[config.mk]
export PLATFORM = sky130hd
export DESIGN_NAME = uart_txrx_top_flat
export DESIGN_NICKNAME = d
export VERILOG_FILES = /design/src/rtl/uart_pkg.sv /design/src/rtl/uart_if.sv /design/src/rtl/uart_rx.sv /design/src/rtl/uart_tx.sv /design/src/rtl/uart_txrx_top.sv /design/src/flat_wrapper.sv
export SDC_FILE = /design/constraint.sdc
export NUM_CORES = 1
export LEC_CHECK = 0
export CAP_MARGIN = 20
export CORE_MARGIN = 2
export CORE_UTILIZATION = 52
export DETAILED_ROUTE_END_ITERATION = 7
export PLACE_DENSITY = 0.82
export SLEW_MARGIN = 20
export SYNTH_ARGS = -nofsm -noshare
export SYNTH_HDL_FRONTEND = slang
export SYNTH_SLANG_ARGS = --single-unit
[constraint.sdc]
create_clock -name clk -period 2.07 [get_ports clk]
set_clock_uncertainty 0.05 [all_clocks]
set_input_delay 0.207 -clock clk [delete_from_list [all_inputs] [get_ports clk]]
set_output_delay 0.207 -clock clk [all_outputs]
set_load 0.005 [all_outputs]
[src/rtl/uart_pkg.sv]
// Shared definitions for the UART transmitter and receiver: the FSM state
// encoding used by both directions and the parity helper.
package uart_pkg;

    // Both FSMs use the same encoding so debug probes read the same way.
    typedef enum logic [2:0] {
        IDLE   = 3'd0,
        START  = 3'd1,
        DATA   = 3'd2,
        PARITY = 3'd3,
        STOP   = 3'd4
    } uart_state_t;

    // Parity bit for a byte: ty=0 even (xor of data), ty=1 odd (xnor of data).
    function automatic logic parity_bit(input logic [7:0] data, input logic ty);
        return ty ? ~^data : ^data;
    endfunction

endpackage

[src/rtl/uart_if.sv]
// Byte-level host interface of the UART.
//
// Handshake: tx_start acts as valid and ~tx_busy as ready. A byte on tx_data
// is accepted on a rising edge where tx_start=1 and tx_busy=0; tx_busy rises
// on that same edge and falls when the stop bit ends. Requests made while
// tx_busy=1 are dropped, not queued. rx_done is a one-cycle strobe with no
// back-pressure; rx_data and the error flags hold until the next frame.
interface uart_if;
    import uart_pkg::*;

    logic        tx_start;
    logic [7:0]  tx_data;
    logic        par_en;
    logic        par_ty;
    logic        tx_busy;
    logic [7:0]  rx_data;
    logic        rx_done;
    logic        parity_error;
    logic        framing_error;
    uart_state_t tx_state;
    uart_state_t rx_state;

    modport master (
        output tx_start, tx_data, par_en, par_ty,
        input  tx_busy, rx_data, rx_done, parity_error, framing_error,
        input  tx_state, rx_state
    );

    modport slave (
        input  tx_start, tx_data, par_en, par_ty,
        output tx_busy, rx_data, rx_done, parity_error, framing_error,
        output tx_state, rx_state
    );

endinterface

[src/rtl/uart_rx.sv]
// UART receiver: synchronizes the line, detects the start edge, confirms the
// start bit at its centre, then samples every bit at its centre.
module uart_rx
    import uart_pkg::*;
#(
    parameter int CLKS_PER_BIT = 5208
) (
    input  logic        clk,
    input  logic        rst,
    input  logic        rx_ext,
    input  logic        par_en,
    input  logic        par_ty,
    output logic [7:0]  rx_data,
    output logic        rx_done,
    output logic        parity_error,
    output logic        framing_error,
    output uart_state_t dbg_state
);

    localparam int            CW   = (CLKS_PER_BIT > 1) ? $clog2(CLKS_PER_BIT) : 1;
    localparam logic [CW-1:0] LAST = CW'(CLKS_PER_BIT - 1);
    localparam logic [CW-1:0] HALF = CW'(CLKS_PER_BIT / 2 - 1);

    uart_state_t   state;
    logic [CW-1:0] cnt;
    logic [2:0]    bit_idx;
    logic [7:0]    shift;
    logic          rx_s1, rx_s2, rx_prev;
    logic          rx_par;
    logic          par_en_q, par_ty_q;
    logic          bit_end;

    assign bit_end   = (cnt == LAST);
    assign dbg_state = state;

    // Two-flop synchronizer plus one delayed copy for falling-edge detection.
    always_ff @(posedge clk or negedge rst) begin
        if (!rst) begin
            rx_s1   <= 1'b1;
            rx_s2   <= 1'b1;
            rx_prev <= 1'b1;
        end else begin
            rx_s1   <= rx_ext;
            rx_s2   <= rx_s1;
            rx_prev <= rx_s2;
        end
    end

    // Receive FSM; results and flags update only when the stop bit is sampled.
    always_ff @(posedge clk or negedge rst) begin
        if (!rst) begin
            state         <= IDLE;
            cnt           <= '0;
            bit_idx       <= '0;
            shift         <= '0;
            rx_par        <= 1'b0;
            par_en_q      <= 1'b0;
            par_ty_q      <= 1'b0;
            rx_data       <= '0;
            rx_done       <= 1'b0;
            parity_error  <= 1'b0;
            framing_error <= 1'b0;
        end else begin
            rx_done <= 1'b0;
            case (state)
                IDLE: begin
                    cnt <= '0;
                    if (rx_prev && !rx_s2) begin
                        par_en_q <= par_en;
                        par_ty_q <= par_ty;
                        state    <= START;
                    end
                end
                START: begin
                    // A line back high at mid-start is a glitch, not a frame.
                    if (cnt == HALF) begin
                        cnt     <= '0;
                        bit_idx <= '0;
                        state   <= rx_s2 ? IDLE : DATA;
                    end else begin
                        cnt <= cnt + 1'b1;
                    end
                end
                DATA: begin
                    if (bit_end) begin
                        cnt     <= '0;
                        bit_idx <= bit_idx + 1'b1;
                        shift   <= {rx_s2, shift[7:1]};
                        if (bit_idx == 3'd7) begin
                            state <= par_en_q ? PARITY : STOP;
                        end
                    end else begin
                        cnt <= cnt + 1'b1;
                    end
                end
                PARITY: begin
                    if (bit_end) begin
                        cnt    <= '0;
                        rx_par <= rx_s2;
                        state  <= STOP;
                    end else begin
                        cnt <= cnt + 1'b1;
                    end
                end
                STOP: begin
                    if (bit_end) begin
                        cnt           <= '0;
                        rx_data       <= shift;
                        framing_error <= !rx_s2;
                        parity_error  <= par_en_q && (rx_par != parity_bit(shift, par_ty_q));
                        rx_done       <= 1'b1;
                        state         <= IDLE;
                    end else begin
                        cnt <= cnt + 1'b1;
                    end
                end
                default: begin
                    cnt   <= '0;
                    state <= IDLE;
                end
            endcase
        end
    end

endmodule

[src/rtl/uart_tx.sv]
// UART transmitter: start bit, 8 data bits LSB first, optional parity, stop.
// The frame configuration is latched at acceptance so mid-frame changes on
// par_en/par_ty cannot corrupt the frame in flight.
module uart_tx
    import uart_pkg::*;
#(
    parameter int CLKS_PER_BIT = 5208
) (
    input  logic        clk,
    input  logic        rst,
    input  logic        tx_start,
    input  logic [7:0]  tx_data,
    input  logic        par_en,
    input  logic        par_ty,
    output logic        tx_ext,
    output logic        tx_busy,
    output uart_state_t dbg_state
);

    localparam int            CW   = (CLKS_PER_BIT > 1) ? $clog2(CLKS_PER_BIT) : 1;
    localparam logic [CW-1:0] LAST = CW'(CLKS_PER_BIT - 1);

    uart_state_t   state;
    logic [CW-1:0] cnt;
    logic [2:0]    bit_idx;
    logic [7:0]    shift;
    logic          par_q;
    logic          par_en_q;
    logic          bit_end;

    assign bit_end   = (cnt == LAST);
    assign dbg_state = state;

    // Transmit FSM; tx_ext is registered and changes on bit boundaries only.
    always_ff @(posedge clk or negedge rst) begin
        if (!rst) begin
            state    <= IDLE;
            cnt      <= '0;
            bit_idx  <= '0;
            shift    <= '0;
            par_q    <= 1'b0;
            par_en_q <= 1'b0;
            tx_ext   <= 1'b1;
            tx_busy  <= 1'b0;
        end else begin
            case (state)
                IDLE: begin
                    cnt <= '0;
                    if (tx_start) begin
                        shift    <= tx_data;
                        par_en_q <= par_en;
                        par_q    <= parity_bit(tx_data, par_ty);
                        tx_ext   <= 1'b0;
                        tx_busy  <= 1'b1;
                        state    <= START;
                    end
                end
                START: begin
                    if (bit_end) begin
                        cnt     <= '0;
                        bit_idx <= '0;
                        tx_ext  <= shift[0];
                        state   <= DATA;
                    end else begin
                        cnt <= cnt + 1'b1;
                    end
                end
                DATA: begin
                    if (bit_end) begin
                        cnt     <= '0;
                        bit_idx <= bit_idx + 1'b1;
                        shift   <= {1'b0, shift[7:1]};
                        if (bit_idx == 3'd7) begin
                            if (par_en_q) begin
                                tx_ext <= par_q;
                                state  <= PARITY;
                            end else begin
                                tx_ext <= 1'b1;
                                state  <= STOP;
                            end
                        end else begin
                            tx_ext <= shift[1];
                        end
                    end else begin
                        cnt <= cnt + 1'b1;
                    end
                end
                PARITY: begin
                    if (bit_end) begin
                        cnt    <= '0;
                        tx_ext <= 1'b1;
                        state  <= STOP;
                    end else begin
                        cnt <= cnt + 1'b1;
                    end
                end
                STOP: begin
                    if (bit_end) begin
                        cnt     <= '0;
                        tx_busy <= 1'b0;
                        state   <= IDLE;
                    end else begin
                        cnt <= cnt + 1'b1;
                    end
                end
                default: begin
                    cnt     <= '0;
                    tx_ext  <= 1'b1;
                    tx_busy <= 1'b0;
                    state   <= IDLE;
                end
            endcase
        end
    end

endmodule

[src/rtl/uart_txrx_top.sv]
// Full-duplex UART top: wires the independent transmitter and receiver to the
// host interface and the serial pins. Both halves share one baud setting.
module uart_txrx_top
    import uart_pkg::*;
#(
    parameter int CLK_FREQ = 50_000_000,
    parameter int BAUD     = 9600
) (
    input  logic clk,
    input  logic rst,
    uart_if.slave host,
    input  logic rx_ext,
    output logic tx_ext
);

    localparam int CLKS_PER_BIT = CLK_FREQ / BAUD;

    uart_tx #(.CLKS_PER_BIT(CLKS_PER_BIT)) tx_i (
        .clk       (clk),
        .rst       (rst),
        .tx_start  (host.tx_start),
        .tx_data   (host.tx_data),
        .par_en    (host.par_en),
        .par_ty    (host.par_ty),
        .tx_ext    (tx_ext),
        .tx_busy   (host.tx_busy),
        .dbg_state (host.tx_state)
    );

    uart_rx #(.CLKS_PER_BIT(CLKS_PER_BIT)) rx_i (
        .clk           (clk),
        .rst           (rst),
        .rx_ext        (rx_ext),
        .par_en        (host.par_en),
        .par_ty        (host.par_ty),
        .rx_data       (host.rx_data),
        .rx_done       (host.rx_done),
        .parity_error  (host.parity_error),
        .framing_error (host.framing_error),
        .dbg_state     (host.rx_state)
    );

endmodule

[src/flat_wrapper.sv]
// flat-port wrapper written by rule: the top's interface ports become plain ports
module uart_txrx_top_flat import uart_pkg::*;
#(
    parameter int CLK_FREQ = 50_000_000,
    parameter int BAUD     = 9600
)
  (clk, rst, rx_ext, tx_ext, host_tx_start, host_tx_data, host_par_en, host_par_ty, host_tx_busy, host_rx_data, host_rx_done, host_parity_error, host_framing_error, host_tx_state, host_rx_state);
  uart_if host_i ();
  input  logic clk;
  input  logic rst;
  input  logic rx_ext;
  output logic tx_ext;
  input wire logic [$bits(host_i.tx_start)-1:0] host_tx_start;
  input wire logic [$bits(host_i.tx_data)-1:0] host_tx_data;
  input wire logic [$bits(host_i.par_en)-1:0] host_par_en;
  input wire logic [$bits(host_i.par_ty)-1:0] host_par_ty;
  output wire logic [$bits(host_i.tx_busy)-1:0] host_tx_busy;
  output wire logic [$bits(host_i.rx_data)-1:0] host_rx_data;
  output wire logic [$bits(host_i.rx_done)-1:0] host_rx_done;
  output wire logic [$bits(host_i.parity_error)-1:0] host_parity_error;
  output wire logic [$bits(host_i.framing_error)-1:0] host_framing_error;
  output wire logic [$bits(host_i.tx_state)-1:0] host_tx_state;
  output wire logic [$bits(host_i.rx_state)-1:0] host_rx_state;
  assign host_i.tx_start = host_tx_start;
  assign host_i.tx_data = host_tx_data;
  assign host_i.par_en = host_par_en;
  assign host_i.par_ty = host_par_ty;
  assign host_tx_busy = host_i.tx_busy;
  assign host_rx_data = host_i.rx_data;
  assign host_rx_done = host_i.rx_done;
  assign host_parity_error = host_i.parity_error;
  assign host_framing_error = host_i.framing_error;
  assign host_tx_state = host_i.tx_state;
  assign host_rx_state = host_i.rx_state;
  uart_txrx_top #(.CLK_FREQ(CLK_FREQ), .BAUD(BAUD)) u_core (.clk(clk), .rst(rst), .host(host_i), .rx_ext(rx_ext), .tx_ext(tx_ext));
endmodule
==> results.txt <==
Main synth FF type -> sky130_fd_sc_hd__dfrtp_1
Max Fclk -> 501.5 MHz
Aggregate global-route resource usage -> 19.63%
Post CTS Setup Buffer Count -> 0
Met3 wire length -> 316 um
Pwr/cell area -> 895.1 nW/um^2
Routed length per instance -> 13.86 um
Number of nets with antenna violations after routing -> 0
Final layout net count -> 427
Pin count of the biggest net entering global routing -> 76
Hold crit path type -> primary input to flip-flop
Most frequently used cell type in the post-synthesis netlist -> sky130_fd_sc_hd__dfrtp_1
Max Used Layer -> met4
Run status -> complete, no violations
Portion of synthesized cell area occupied by the leading cell type -> 48.65%
Post-route setup TNS -> 0 ns
Type of destination of the critical path -> flip-flop
Number of pins with negative max-slew slack in the final report -> 0
First-pass GRT wire length -> 11760 um
Final instance area -> 4446 um^2
==> run 1: cell usage in the layout (no fill, tap or decap), drive strengths merged, types with 2 or more instances in the layout <==
cell,count
mux2i,10
inv,10
dfstp,4
mux2,15
clkinv,2
nand3b,2
a21oi,12
ha,6
and3,4
nor2b,5
or3,2
and4b,2
buf,20
nand4,4
nor3,4
or4b,2
a22o,6
or2,3
nor2,44
nand3,12
clkdlybuf4s50,31
xnor2,25
o21ai,13
dfrtp,71
clkbuf,9
nand2,49
o2bb2ai,3
nor3b,5
clkinvlp,2
and4,4
nand2b,6
xor2,11
==> run 1: registers in the layout, summed over array words and instances, names as in the netlist, 3 cells and up <==
register / count
u_core.tx_i.shift: 8
u_core.rx_i.bit_idx: 3
u_core.rx_i.cnt: 13
u_core.tx_i.bit_idx: 3
u_core.rx_i.shift: 8
u_core.tx_i.cnt: 13
u_core.rx_i.rx_data: 8
u_core.tx_i.dbg_state: 3
u_core.rx_i.dbg_state: 3
==> run 1: kinds of logic after synthesis <==
logic type | share of synthesized area, %
flops | 51.52
simple gates | 20.76
mux | 7.366
buf+inv | 2.021
compound gates | 7.023
xor+xnor | 9.250
fa+ha+maj | 2.055
==> run 1: worst max-delay path: cells and delay by family (launching register included) <==
| kind | cells | cell delay (ns) |
|---|---|---|
| simple gates | 3 | 0.78 |
| compound gates | 2 | 0.44 |
| flops | 1 | 0.35 |
| fa+ha+maj | 1 | 0.18 |
| buf+inv | 1 | 0.15 |
==> run 1: through the flow <==
stage	cells	power, mW	hold slack [ns]
floorplan	353	2.453	-0.1386
global placement	490	2.807	0.2134
detailed placement	490	2.846	0.2192
CTS	507	3.999	0.1854
global route	508	4.215	0.1868
finish	508	3.979	0.2035
==> run 1: power by group through the flow <==
stage | registers (mW) | logic, mW | clock network (mW)
floorplan | 1.81 | 0.642 | 0
global placement | 1.83 | 0.975 | 0
detailed placement | 1.84 | 1.01 | 0
CTS | 1.81 | 1.02 | 1.17
global route | 1.84 | 1.14 | 1.23
finish | 1.82 | 1.02 | 1.14
==> run 1: timing repair <==
| action | CTS | global route |
|---|---|---|
| setup endpoints to repair | 0 | 24 |
| resized | 0 | 3 |
| hold endpoints to repair | 71 | 0 |
| hold buffers | 1 | 0 |
==> run 1: cell type report <==
type | instances | area, um^2 | area share, %
flip-flops and latches | 75 | 1882 | 42.33
well taps | 96 | 120.1 | 2.702
multi-input cells | 261 | 1733 | 38.98
repair buffers | 52 | 480.5 | 10.81
clock buffers | 9 | 123.9 | 2.786
inverters | 8 | 30.03 | 0.6755
clock inverters | 7 | 76.32 | 1.717
==> run 1: worst paths after layout <==
| kind | slack (ns) | to | cells after the start |
|---|---|---|---|
| min in group asynchronous | 0.33 | u_core.rx_i.dbg_state[0] | 3 |
| hold reg to reg | 0.32 | u_core.rx_i.rx_s2 | 0 |
| max in group asynchronous | 1.28 | u_core.rx_i.rx_s1 | 3 |
| setup reg to reg | 0.08 | u_core.tx_i.bit_idx[0] | 7 |
| hold / removal | 0.20 | u_core.rx_i.rx_s1 | 1 |
| setup / recovery | 0.08 | u_core.tx_i.bit_idx[0] | 7 |
### Register map, names as in the netlist, run 1

Scale bar: 20 um. Other sequential cells in the stronger gray, the rest of the logic in the fainter gray.
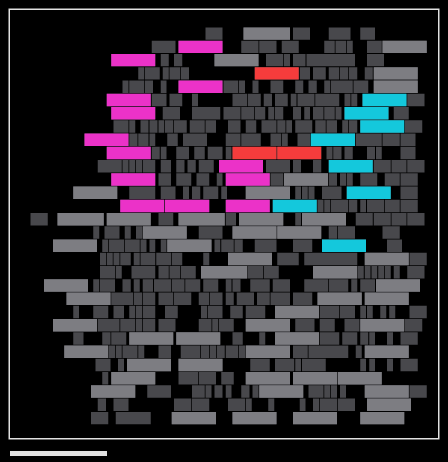
| name in the netlist | color | sequential cells |
|---|---|---|
| u_core.tx_i.shift | cyan | 8 |
| u_core.tx_i.dbg_state | red | 3 |
| u_core.tx_i.cnt | magenta | 13 |
not colored: 51

### Clock nets, run 1

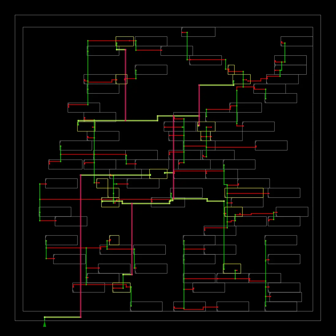
Num CTS Buffers: 9
count of flip-flops and latches: 75

### Ports around the boundary, run 1

Pins as bars across the die edge, other pins in gray.
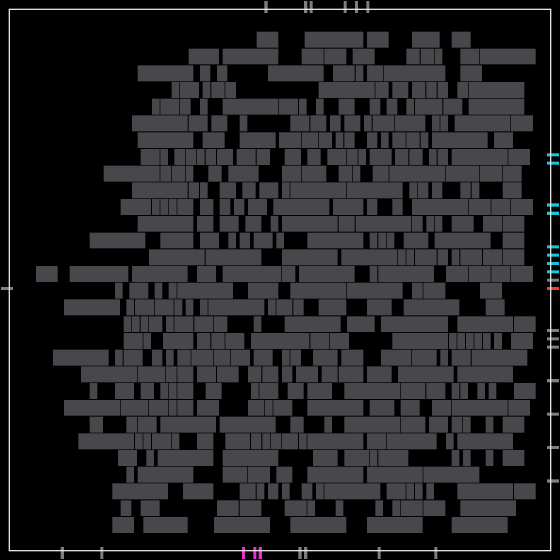
| port | color | pins | direction | edge |
|---|---|---|---|---|
| host_rx_state | magenta | 3 | output | bottom |
| host_tx_data | cyan | 8 | input | right |
| host_par_en | red | 1 | input | right |
all pins by edge: 17 right, 9 bottom, 6 top, 1 left
die width: 87.81 um
Port Buffers: 32
vertical extent of the die: 87.81 um

Power is estimated from default activity; no workload was simulated.
